### src/rtl/sevseg_mux_n.sv
// N-digit multiplexed seven-segment driver: double-buffered digit bank, PWM dimming, anti-ghost guard.
// Optional per-digit blink enabled by defining SEVSEG_BLINK_EN.
module sevseg_mux_n #(
    parameter int NUM_DIGITS     = 2,
    parameter int SLOT_CYCLES    = 12000,
    parameter int GUARD_CYCLES   = 2,
    parameter bit SEG_ACTIVE_LOW = 1'b0,
    parameter bit SEL_ACTIVE_LOW = 1'b0,
    localparam int AW = (NUM_DIGITS > 2) ? $clog2(NUM_DIGITS) : 1
) (
    input  logic                  CLK,
    input  logic                  RST,
    input  logic                  WR_EN,
    input  logic [AW-1:0]         WR_ADDR,
    input  logic                  WR_HEX,
    input  logic [7:0]            WR_DATA,
    input  logic                  COMMIT,
    input  logic [3:0]            BRIGHT,
`ifdef SEVSEG_BLINK_EN
    input  logic [NUM_DIGITS-1:0] BLINK,
`endif
    output logic                  PENDING,
    output logic [6:0]            SEG,
    output logic                  DP,
    output logic [NUM_DIGITS-1:0] DIG
);

    localparam int SCW = $clog2(SLOT_CYCLES);

    function automatic logic [6:0] hex7(input logic [3:0] h);
        logic [6:0] s;
        case (h)
            4'h0: s = 7'h3F;
            4'h1: s = 7'h06;
            4'h2: s = 7'h5B;
            4'h3: s = 7'h4F;
            4'h4: s = 7'h66;
            4'h5: s = 7'h6D;
            4'h6: s = 7'h7D;
            4'h7: s = 7'h07;
            4'h8: s = 7'h7F;
            4'h9: s = 7'h6F;
            4'hA: s = 7'h77;
            4'hB: s = 7'h7C;
            4'hC: s = 7'h39;
            4'hD: s = 7'h5E;
            4'hE: s = 7'h79;
            default: s = 7'h71;
        endcase
        return s;
    endfunction

    logic [7:0]            shadow  [NUM_DIGITS];
    logic [7:0]            display [NUM_DIGITS];
    logic [SCW-1:0]        slot_cnt;
    logic [AW-1:0]         idx;
    logic [3:0]            pwm_cnt;
    logic                  pending;
    logic [7:0]            byte_q;
    logic [NUM_DIGITS-1:0] dig_q;

    logic                  slot_wrap;
    logic                  idx_last;
    logic                  addr_ok;
    logic                  lit;
    logic                  blank;
    logic [7:0]            wr_byte;
    logic [7:0]            byte_nxt;
    logic [NUM_DIGITS-1:0] dig_nxt;

    assign slot_wrap = (slot_cnt == SCW'(SLOT_CYCLES - 1));
    assign idx_last  = (idx == AW'(NUM_DIGITS - 1));
    assign addr_ok   = (32'(WR_ADDR) < NUM_DIGITS);
    assign lit       = (BRIGHT == 4'hF) || (pwm_cnt < BRIGHT);
    assign wr_byte   = WR_HEX ? {WR_DATA[7], hex7(WR_DATA[3:0])} : WR_DATA;

`ifdef SEVSEG_BLINK_EN
    logic [7:0] scan_cnt;
    logic       blink_phase;

    // Phase flips once every 256 complete scans of all digits.
    always_ff @(posedge CLK) begin
        if (RST) begin
            scan_cnt    <= '0;
            blink_phase <= 1'b0;
        end else if (slot_wrap && idx_last) begin
            scan_cnt <= scan_cnt + 8'd1;
            if (scan_cnt == 8'hFF)
                blink_phase <= ~blink_phase;
        end
    end

    assign blank = blink_phase && BLINK[idx];
`else
    assign blank = 1'b0;
`endif

    always_comb begin
        dig_nxt  = '0;
        byte_nxt = '0;
        if (slot_cnt >= SCW'(GUARD_CYCLES)) begin
            dig_nxt = NUM_DIGITS'(1) << idx;
            if (lit && !blank)
                byte_nxt = display[idx];
        end
    end

    always_ff @(posedge CLK) begin
        if (RST) begin
            slot_cnt <= '0;
            idx      <= '0;
            pwm_cnt  <= '0;
            pending  <= 1'b0;
            for (int i = 0; i < NUM_DIGITS; i++) begin
                shadow[i]  <= '0;
                display[i] <= '0;
            end
            byte_q <= {8{SEG_ACTIVE_LOW}};
            dig_q  <= {NUM_DIGITS{SEL_ACTIVE_LOW}};
        end else begin
            pwm_cnt <= pwm_cnt + 4'd1;

            if (slot_wrap) begin
                slot_cnt <= '0;
                idx      <= idx_last ? '0 : idx + AW'(1);
            end else begin
                slot_cnt <= slot_cnt + SCW'(1);
            end

            if (WR_EN && addr_ok)
                shadow[WR_ADDR] <= wr_byte;

            // The copy takes the shadow as it was before this edge, so a same-edge write waits for the next commit.
            if (slot_wrap && (pending || COMMIT)) begin
                display <= shadow;
                pending <= 1'b0;
            end else if (COMMIT) begin
                pending <= 1'b1;
            end

            byte_q <= byte_nxt ^ {8{SEG_ACTIVE_LOW}};
            dig_q  <= dig_nxt ^ {NUM_DIGITS{SEL_ACTIVE_LOW}};
        end
    end

    assign PENDING = pending;
    assign SEG     = byte_q[6:0];
    assign DP      = byte_q[7];
    assign DIG     = dig_q;

endmodule
### config.mk
export PLATFORM = sky130hd
export DESIGN_NAME = sevseg_mux_n
export DESIGN_NICKNAME = d
export VERILOG_FILES = /design/src/rtl/sevseg_mux_n.sv
export SDC_FILE = /design/constraint.sdc
export NUM_CORES = 1
export LEC_CHECK = 0
export CAP_MARGIN = 20
export CORE_MARGIN = 5
export CORE_UTILIZATION = 58
export CTS_BUF_LIST = sky130_fd_sc_hd__clkbuf_8
export DETAILED_ROUTE_END_ITERATION = 12
export PLACE_DENSITY = 0.81
export SKIP_CTS_REPAIR_TIMING = 1
export SLEW_MARGIN = 5
export SYNTH_ARGS = -nofsm -noshare
export SYNTH_HDL_FRONTEND = slang
export SYNTH_SLANG_ARGS = --single-unit
### constraint.sdc
create_clock -name CLK -period 2.3 [get_ports CLK]
set_clock_uncertainty 0.1 [all_clocks]
set_input_delay 0.69 -clock CLK [delete_from_list [all_inputs] [get_ports CLK]]
set_output_delay 0.69 -clock CLK [all_outputs]
set_load 0.02 [all_outputs]
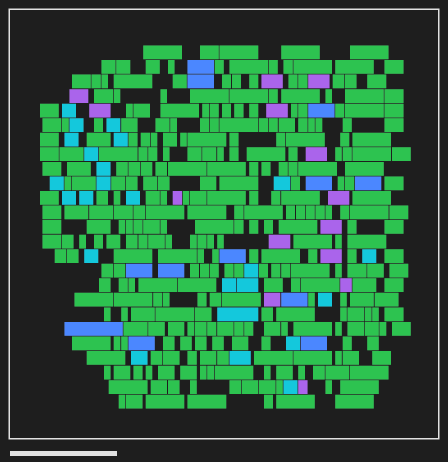
*Cells by drive strength*
Scale bar: 20 µm.
x3 and x4: marked cyan, cells 24. x6 and larger: marked blue, cells 12. x2: marked purple, cells 14. x1 and smaller: marked green, cells 314.

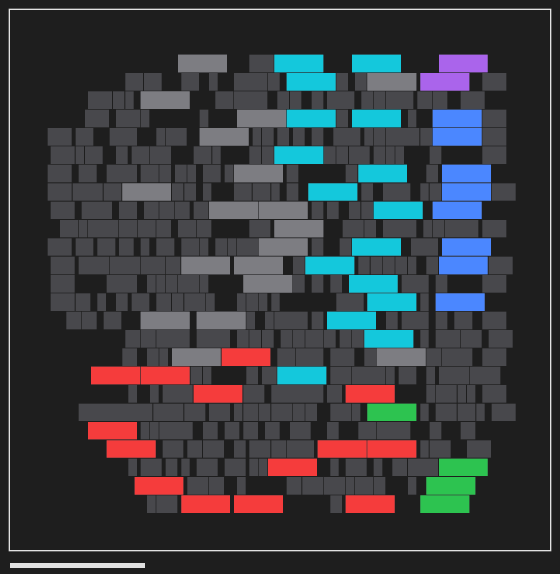
*Where the registers sit*
Scale bar: 20 µm. Other sequential cells in the stronger gray, the rest of the logic in the fainter gray.
`display`: marked cyan, sequential cells 16. `slot_cnt`: marked red, sequential cells 14. `byte_q`: marked blue, sequential cells 8. `DIG`: marked purple, sequential cells 2. `pwm_cnt`: marked green, sequential cells 4, where bottom right.
Another 18 sequential cells are not colored.

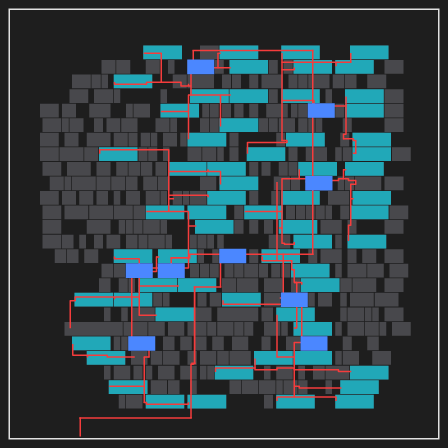
*Clock wires, drivers and flops*
clock wires: marked red, length 685 µm. clock-net drivers: marked blue, count 9. flip-flops: marked cyan, count 62.
There are 10 routed clock nets.

==> flow_summary.yaml <==
# yosys + openroad results
run_status:
  status: "finished, final reports clean"
timing:
  period_used_share: 0.945
  setup_slack_ns: 0.127
  rsz0062_at_grt: "no"
  worst_pin_slew_ns: 0.446
  setup_viol_count_final: 0
  hold_violations: 0
  fin_crit_ns: 2.17
floorplanning:
  coreArea_um2: 4750
  fp-utilization: 0.598
  io_pins: 29
  die_w_um: 80.0
yosys:
  ys_cells: 322
  async_flop_share: 0
  mux_area_frac: 0.0427
  yosys_warnings: 0
  fp_nets: 353
  syn_inst: 322
  top_area_cell: "dfxtp_1"
  ys_chip_area_um2: 2840
  logic_family: "simple AND/OR/NAND/NOR gates"
  simple_gate_area_frac: 0.221
  synth-seq-area-share: 0.437
clock_network:
  cts_root_buffer: "clkbuf_8"
  clk_path_buf_depth: 2
  clk_pin_slew_worst_paths_ns: 0.07
  numCtsBuffers: 9
power:
  p_per_area_nw_per_um2: 676
  total_power_w: 0.00233
  pg_comb_w: 0.000230
  leakagePower_nw: 1.33
  p_switching_w: 0.000558
  p_int_w: 0.00177
  top_power_group: "sequential cells"
  ir_drop_mv: 0.676
finish:
  largest_cell_class: "combinational gates"
  diodes: 0
  nets: 390
  nClkBuffers: 11
  comb_cells: 233
  logic_area_um2: 1470
  drive_above_1_share: 0.137
  layout_top_cell: "dfxtp_1"
  reg.largest.list: "display (16), shadow (16), slot_cnt (14)"
  flop_area_um2: 1240
  comb_share: 0.426
  n_all_inverters: 6
setup_path:
  r2r_end: "slot_cnt[13]$_SDFF_PP0_"
  slowest_stage: "clkdlybuf4s50_1"
  r2r_cells: 5
  critical_path.top_delay_family: "buffers and inverters"
  critical_path_class: "in -> reg"
  start_kind: "input pin"
  path_cells: "clkdlybuf4s50_1 > inv_1 > buf_4 > ha_1 > mux2_2 > o21ai_0 > mux2i_1 > a211oi_1"
  cp_num_buf_inv: 3
  crit_required_ns: 2.44
  timing.rr.start: "slot_cnt[1]$_SDFF_PP0_"
flow_run:
  drv_cap: 0
  warnings: 33
global_route:
  antenna_found_initial: 0
  gr-total-overflow: 0
  grt_pass1_vias: 2260
  gr-usage-met3: 0.0474
  grt_util_all_layers: 0.198
  met2_usage: 0.323
drt:
  vias_per_cell: 5.62
  ant_nets: 0
  wl_um: 5690
  via_count: 2421
min_path:
  min_to: "shadow[15]$_SDFFE_PP0P_"
  hp-start: "shadow[15]$_SDFFE_PP0P_"
placement:
  numPortBuffers: 28
  postPlaceCellArea_um2: 3240
  place.gp.congestion: 0.890
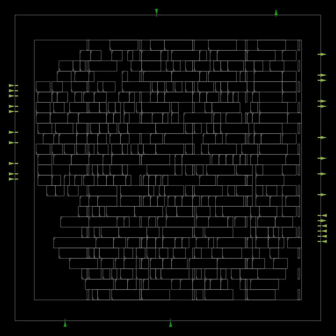
*Cell outlines without signal wires*
Final Util: 0.726
FP Rows: 25
registers: 62
fin cells: 431
Seq/total area: 0.360

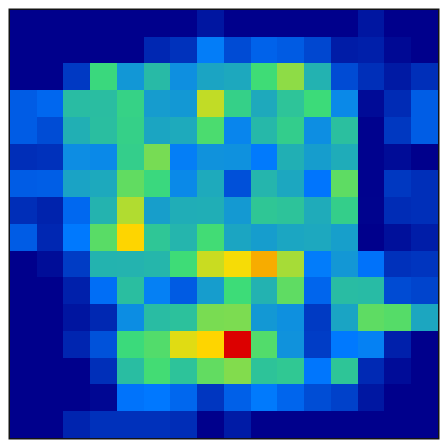
*Wiring heat map*
16 x 16 tiles, from dark blue (low) to red (high), scaled to the fullest tile. Values are wire area over tile area, all layers added.
12% of the tiles are over half the peak. The mean over all tiles is 0.14. The fullest tile reaches 0.59.

Power is estimated from default activity; no workload was simulated.
